--- src/rtl/bcd_time_pkg.sv ---
// rtl/bcd_time_pkg.sv - field widths, moduli and BCD helper for the timekeeper
package bcd_time_pkg;

    localparam int HT_W = 2;
    localparam int HU_W = 4;
    localparam int MT_W = 3;
    localparam int MU_W = 4;
    localparam int ST_W = 3;
    localparam int SU_W = 4;

    localparam int SEC_MOD  = 60;
    localparam int MIN_MOD  = 60;
    localparam int HOUR_MOD = 24;

    // A nibble is a legal decimal digit when it lies in 0..9
    function automatic logic bcd_valid(input logic [3:0] d);
        return d <= 4'd9;
    endfunction

endpackage

--- src/rtl/bcd_digit_counter.sv ---
// rtl/bcd_digit_counter.sv - single BCD digit counter with load and wrap strobe
module bcd_digit_counter #(
    parameter int WIDTH   = 4,
    parameter int MODULUS = 10
) (
    input  logic             clk,
    input  logic             reset,
    input  logic             en,
    input  logic             load,
    input  logic [WIDTH-1:0] ld_val,
    output logic [WIDTH-1:0] q,
    output logic             wrap
);

    localparam logic [WIDTH-1:0] Q_MAX = WIDTH'(MODULUS - 1);

    assign wrap = en && (q == Q_MAX);

    // Digit register: load beats count, count wraps to zero at the modulus
    always_ff @(posedge clk) begin
        if (reset) begin
            q <= '0;
        end else if (load) begin
            q <= ld_val;
        end else if (en) begin
            q <= wrap ? '0 : q + WIDTH'(1);
        end
    end

endmodule

--- src/rtl/bcd_timekeeper.sv ---
// rtl/bcd_timekeeper.sv - HH:MM:SS BCD timekeeper with prescaler, load, adjust and 12h display
module bcd_timekeeper
    import bcd_time_pkg::*;
#(
    parameter int TICKS_PER_SEC = 250000
) (
    input  logic            clk,
    input  logic            reset,
    input  logic            run,
    input  logic            mode_12h,
    input  logic            load,
    input  logic [HT_W-1:0] ld_hour_tens,
    input  logic [HU_W-1:0] ld_hour_units,
    input  logic [MT_W-1:0] ld_min_tens,
    input  logic [MU_W-1:0] ld_min_units,
    input  logic [ST_W-1:0] ld_sec_tens,
    input  logic [SU_W-1:0] ld_sec_units,
    input  logic            inc_min,
    input  logic            inc_hour,
    output logic [HT_W-1:0] hour_tens,
    output logic [HU_W-1:0] hour_units,
    output logic [MT_W-1:0] min_tens,
    output logic [MU_W-1:0] min_units,
    output logic [ST_W-1:0] sec_tens,
    output logic [SU_W-1:0] sec_units,
    output logic            pm,
    output logic            sec_tick,
    output logic            day_tick,
    output logic            load_err
);

    localparam int PRESC_W = $clog2(TICKS_PER_SEC > 1 ? TICKS_PER_SEC : 2);
    localparam logic [PRESC_W-1:0] PRESC_MAX = PRESC_W'(TICKS_PER_SEC - 1);
    localparam logic [HT_W-1:0]    HT_LAST   = HT_W'((HOUR_MOD - 1) / 10);
    localparam logic [HU_W-1:0]    HU_LAST   = HU_W'((HOUR_MOD - 1) % 10);

    logic [PRESC_W-1:0] presc;
    logic [HT_W-1:0]    ht_q;
    logic [HU_W-1:0]    hu_q;
    logic               ld_ok, ld_accept, ld_reject;
    logic               adj, tick, do_inc_min, do_inc_hour;
    logic               su_wrap, st_wrap, mu_wrap, mt_wrap;
    logic               hour_carry, hour_en, hour_last;
    logic [4:0]         hour_bin, hour_disp;

    assign ld_ok = bcd_valid(4'(ld_hour_units)) && bcd_valid(4'(ld_min_units))
                && bcd_valid(4'(ld_sec_units))
                && (ld_sec_tens <= 3'd5) && (ld_min_tens <= 3'd5)
                && ((ld_hour_tens < 2'd2) || (ld_hour_tens == 2'd2 && ld_hour_units <= 4'd3));

    assign ld_accept   = load && ld_ok;
    assign ld_reject   = load && !ld_ok;
    assign adj         = inc_min || inc_hour;
    assign do_inc_min  = inc_min && !load;
    assign do_inc_hour = inc_hour && !load;
    // Adjust cycles freeze the prescaler, so a tick and an adjust never coincide
    assign tick        = run && !load && !adj && (presc == PRESC_MAX);

    // Prescaler: counts while running, holds on load/adjust, clears on accepted load
    always_ff @(posedge clk) begin
        if (reset) begin
            presc <= '0;
        end else if (ld_accept) begin
            presc <= '0;
        end else if (run && !load && !adj) begin
            presc <= tick ? '0 : presc + PRESC_W'(1);
        end
    end

    bcd_digit_counter #(.WIDTH(SU_W), .MODULUS(10)) u_sec_units (
        .clk(clk), .reset(reset), .en(tick), .load(ld_accept),
        .ld_val(ld_sec_units), .q(sec_units), .wrap(su_wrap)
    );

    bcd_digit_counter #(.WIDTH(ST_W), .MODULUS(SEC_MOD / 10)) u_sec_tens (
        .clk(clk), .reset(reset), .en(su_wrap), .load(ld_accept),
        .ld_val(ld_sec_tens), .q(sec_tens), .wrap(st_wrap)
    );

    bcd_digit_counter #(.WIDTH(MU_W), .MODULUS(10)) u_min_units (
        .clk(clk), .reset(reset), .en(st_wrap || do_inc_min), .load(ld_accept),
        .ld_val(ld_min_units), .q(min_units), .wrap(mu_wrap)
    );

    bcd_digit_counter #(.WIDTH(MT_W), .MODULUS(MIN_MOD / 10)) u_min_tens (
        .clk(clk), .reset(reset), .en(mu_wrap), .load(ld_accept),
        .ld_val(ld_min_tens), .q(min_tens), .wrap(mt_wrap)
    );

    // Minute wrap from an adjust must not reach the hours, hence the tick qualifier
    assign hour_carry = mt_wrap && tick;
    assign hour_en    = hour_carry || do_inc_hour;
    assign hour_last  = (ht_q == HT_LAST) && (hu_q == HU_LAST);

    // Hour pair: 23 wraps to 00, otherwise ordinary two-digit BCD increment
    always_ff @(posedge clk) begin
        if (reset) begin
            ht_q <= '0;
            hu_q <= '0;
        end else if (ld_accept) begin
            ht_q <= ld_hour_tens;
            hu_q <= ld_hour_units;
        end else if (hour_en) begin
            if (hour_last) begin
                ht_q <= '0;
                hu_q <= '0;
            end else if (hu_q == 4'd9) begin
                ht_q <= ht_q + HT_W'(1);
                hu_q <= '0;
            end else begin
                hu_q <= hu_q + HU_W'(1);
            end
        end
    end

    // Strobes appear alongside the state they describe
    always_ff @(posedge clk) begin
        if (reset) begin
            sec_tick <= 1'b0;
            day_tick <= 1'b0;
            load_err <= 1'b0;
        end else begin
            sec_tick <= tick;
            day_tick <= hour_carry && hour_last;
            load_err <= ld_reject;
        end
    end

    assign hour_bin = 5'(ht_q) * 5'd10 + 5'(hu_q);
    assign pm       = hour_bin >= 5'd12;

    // Display hour: pass-through in 24h mode, 12..11 re-split to BCD in 12h mode
    always_comb begin
        hour_disp  = hour_bin;
        hour_tens  = ht_q;
        hour_units = hu_q;
        if (hour_bin == 5'd0) begin
            hour_disp = 5'd12;
        end else if (hour_bin > 5'd12) begin
            hour_disp = hour_bin - 5'd12;
        end
        if (mode_12h) begin
            if (hour_disp >= 5'd10) begin
                hour_tens  = 2'd1;
                hour_units = 4'(hour_disp - 5'd10);
            end else begin
                hour_tens  = 2'd0;
                hour_units = 4'(hour_disp);
            end
        end
    end

endmodule

--- config.mk ---
export PLATFORM = sky130hd
export DESIGN_NAME = bcd_timekeeper
export DESIGN_NICKNAME = d
export VERILOG_FILES = /design/src/rtl/bcd_time_pkg.sv /design/src/rtl/bcd_digit_counter.sv /design/src/rtl/bcd_timekeeper.sv
export SDC_FILE = /design/constraint.sdc
export NUM_CORES = 1
export LEC_CHECK = 0
export ABC_AREA = 1
export ABC_CLOCK_PERIOD_IN_PS = 3700
export CAP_MARGIN = 0
export CORE_MARGIN = 3
export CORE_UTILIZATION = 35
export CTS_BUF_LIST = sky130_fd_sc_hd__clkbuf_16
export CTS_CLUSTER_DIAMETER = 60
export CTS_CLUSTER_SIZE = 16
export DETAILED_ROUTE_END_ITERATION = 16
export PLACE_DENSITY = 0.6
export SYNTH_ARGS = -nofsm -noshare
export SYNTH_HDL_FRONTEND = slang
export SYNTH_SLANG_ARGS = --single-unit
--- constraint.sdc ---
create_clock -name clk -period 3.7 [get_ports clk]
set_clock_uncertainty 0.1 [all_clocks]
set_input_delay 1.11 -clock clk [delete_from_list [all_inputs] [get_ports clk]]
set_output_delay 1.11 -clock clk [all_outputs]
set_load 0.05 [all_outputs]
==> run_results.csv <==
group,metric,value,unit
status,status,"complete, but fails checks",
status,violations,"negative setup slack",
drt,wl,7940,um
placement,place_area,0.00375,mm2
clock_tree,cts_tree,"yes",
final_layout,regMostFlops,"presc",
final_layout,inverters,67,
logic_synthesis,synth-seq-cells,41,
power_and_ir_drop,peakVddDrop,158,uV
setup_path,crit_family,"adder cells",
logic_synthesis,syn_area,0.00291,mm2
grt,antenna_found_initial,0,
power_and_ir_drop,p_comb_frac,0.329,
logic_synthesis,synth_nets,491,
run,tool_warnings,32,
final_layout,lay_top_cells,"nand2_1 (90), inv_1 (54), nor2_1 (52)",
final_timing,setup_violations,4,
floorplan,taps,102,
logic_synthesis,yosysTopAreaCellShare,0.282,
final_timing,max_freq,248,MHz
floorplan,fp_util,0.369,
drt,wire_per_inst,12.7,um
power_and_ir_drop,power-per-cell-area,331,mW/mm2
logic_synthesis,postSynthCellCount,449,
final_timing,finalCriticalPeriod,4.03,ns
final_layout,area_growth,39.0,%
power_and_ir_drop,power_leader,"sequential cells",
setup_path,cp.depth,16,
power_and_ir_drop,p_clk_frac,0.324,
power_and_ir_drop,pwr-share-seq,0.347,
final_layout,seq_area_frac,0.205,
final_timing,rsz0062_at_grt,"yes",
worst_hold_path,hp-start,"presc[17]",
final_layout,comb_share,0.481,
final_layout,dominant_cells,"logic gates",
final_timing,slew_viol_final,0,
final_timing,worst_slew_pin_slew,0.532,ns
final_layout,regArea,830,um2
setup_path,worst-path-buf-inv,5,
drt,num_vias,3090,
power_and_ir_drop,swShare,0.333,
placement,place_congestion,0.856,
logic_synthesis,synthAdderAreaFrac,0.0671,
logic_synthesis,ys_cells,449,
floorplan,rows,32,
clock_tree,numCtsBuffers,5,
final_layout,drive_above_1_share,0.187,
logic_synthesis,top_cells_by_area,"dfxtp_1 (28%), nand2_1 (13%), inv_1 (7.9%)",
grt,grt_pass1_vias,3031,
grt,grt_max_degree,17,
final_layout,antenna_cells,0,
grt,grt-busiest-layer,"met2",
logic_synthesis,simple_gate_area_frac,0.401,
setup_path,slowest_stage,"fa_2",
floorplan,die_y,97.2,um
setup_path,critPathLaunchType,"register",
setup_path,r2r-start,"presc[0]",
clock_tree,cts_resized,12,
final_timing,relSlewSlack,0.644,
power_and_ir_drop,cellInternalPower,0.893,mW
logic_synthesis,synth_cell_type_count,39,
drt,wl_met2,3610,um
setup_path,slowest_delay,0.56,ns
run,maxCapViolations,0,
setup_path,reg2reg_depth,10,
placement,io_buffers,50,
worst_hold_path,min_path_cells,2,
grt,use_met1,0.215,
setup_path,crit_start,"hu_q[1]",
clock_tree,clkSinkCount,41,
drt,met3WireLength,338,um
final_layout,buf_share,0.184,
final_layout,layout.cell_area.non_filler,0.00404,mm2
final_timing,fin_tns_setup,-1.25,ns
final_layout,final_common_cell,"nand2_1",
setup_path,reg2reg_to,"u_sec_units.q[0]",
final_layout,nonClockBufferCount,74,
final_layout,comb_area,0.00194,mm2
logic_synthesis,logic_family,"simple AND/OR/NAND/NOR gates",
logic_synthesis,synthFlopType,"dfxtp_1",
final_timing,hold_viol_final,0,
placement,dp_cells,607,
drt,route.detailed.drc,0,
logic_synthesis,synth-edff-count,0,
clock_tree,clkTransAtPathRegs,0.07,ns
logic_synthesis,yosys_warnings,0,
placement,pre_cts_ws,-0.0528,ns
drt,wirelength_met1,3850,um
drt,detail-route-antenna-nets,0,
final_timing,setup_ws,-0.330,ns
logic_synthesis,top_cell,"nand2_1",
grt,grt_use_met3,0.0373,
drt,top_layer,"met4",
final_layout,clk_share,0.0353,
final_layout,num-fill-cells,762,
grt,grt_util_met2,0.287,
drt,dr.pass1.iters,4,
floorplan,fp.dieW,97.2,um
drt,avgViaCountPerCell,4.94,
clock_tree,hold_buffers,0,
logic_synthesis,mux_area_frac,0,
clock_tree,post_cts_buffers,7,
clock_tree,cts-root-buf,"clkbuf_16",
logic_synthesis,xor_share,0.0301,
clock_tree,htree_levels,2,
power_and_ir_drop,total_power,1.34,mW
final_layout,final_nets,564,
logic_synthesis,ys_seq_frac,0.282,
clock_tree,clock_path_buffers,2,
setup_path,crit_end,"hour_units[1]",
final_timing,period_used_share,1.09,
logic_synthesis,async_flop_share,0,
floorplan,coreArea,0.00789,mm2
logic_synthesis,synthTopCellsByCount,"nand2_1 (99), inv_1 (61), nor2_1 (53), nand3_1 (42), dfxtp_1 (41)",
power_and_ir_drop,sequentialPower,0.465,mW
placement,hpwl,6030,um
drt,drt_iter0_markers,89,
power_and_ir_drop,p_leak,1.71,nW
setup_path,critical_path_class,"register to output pin",
final_layout,fin_util,0.512,
setup_path,crit_arrival,2.82,ns
grt,grt_pass1_wl,13600,um
setup_path,worst-path-max-fanout,3,
final_layout,comb.multi_input.count,333,
setup_path,end_kind,"output pin",
Fig. 1: clock nets
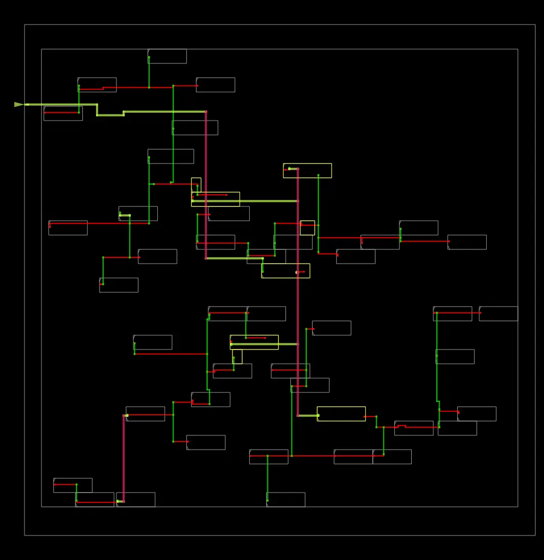
P_clk: 0.434 mW
clock buf count: 5
worst skew pair latency: 0.29 ns

Fig. 2: metal 1
Drawn at 3 px/um. Supply wires on this layer in grey.
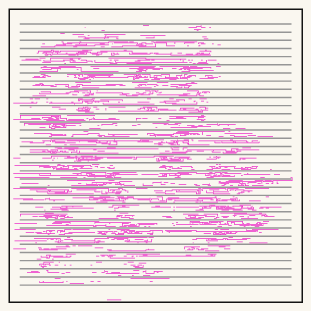
share of all routed wire: 48%
longest straight run: 33.6 um
wire length on this layer: 3,850 um

Power is estimated from default activity; no workload was simulated.
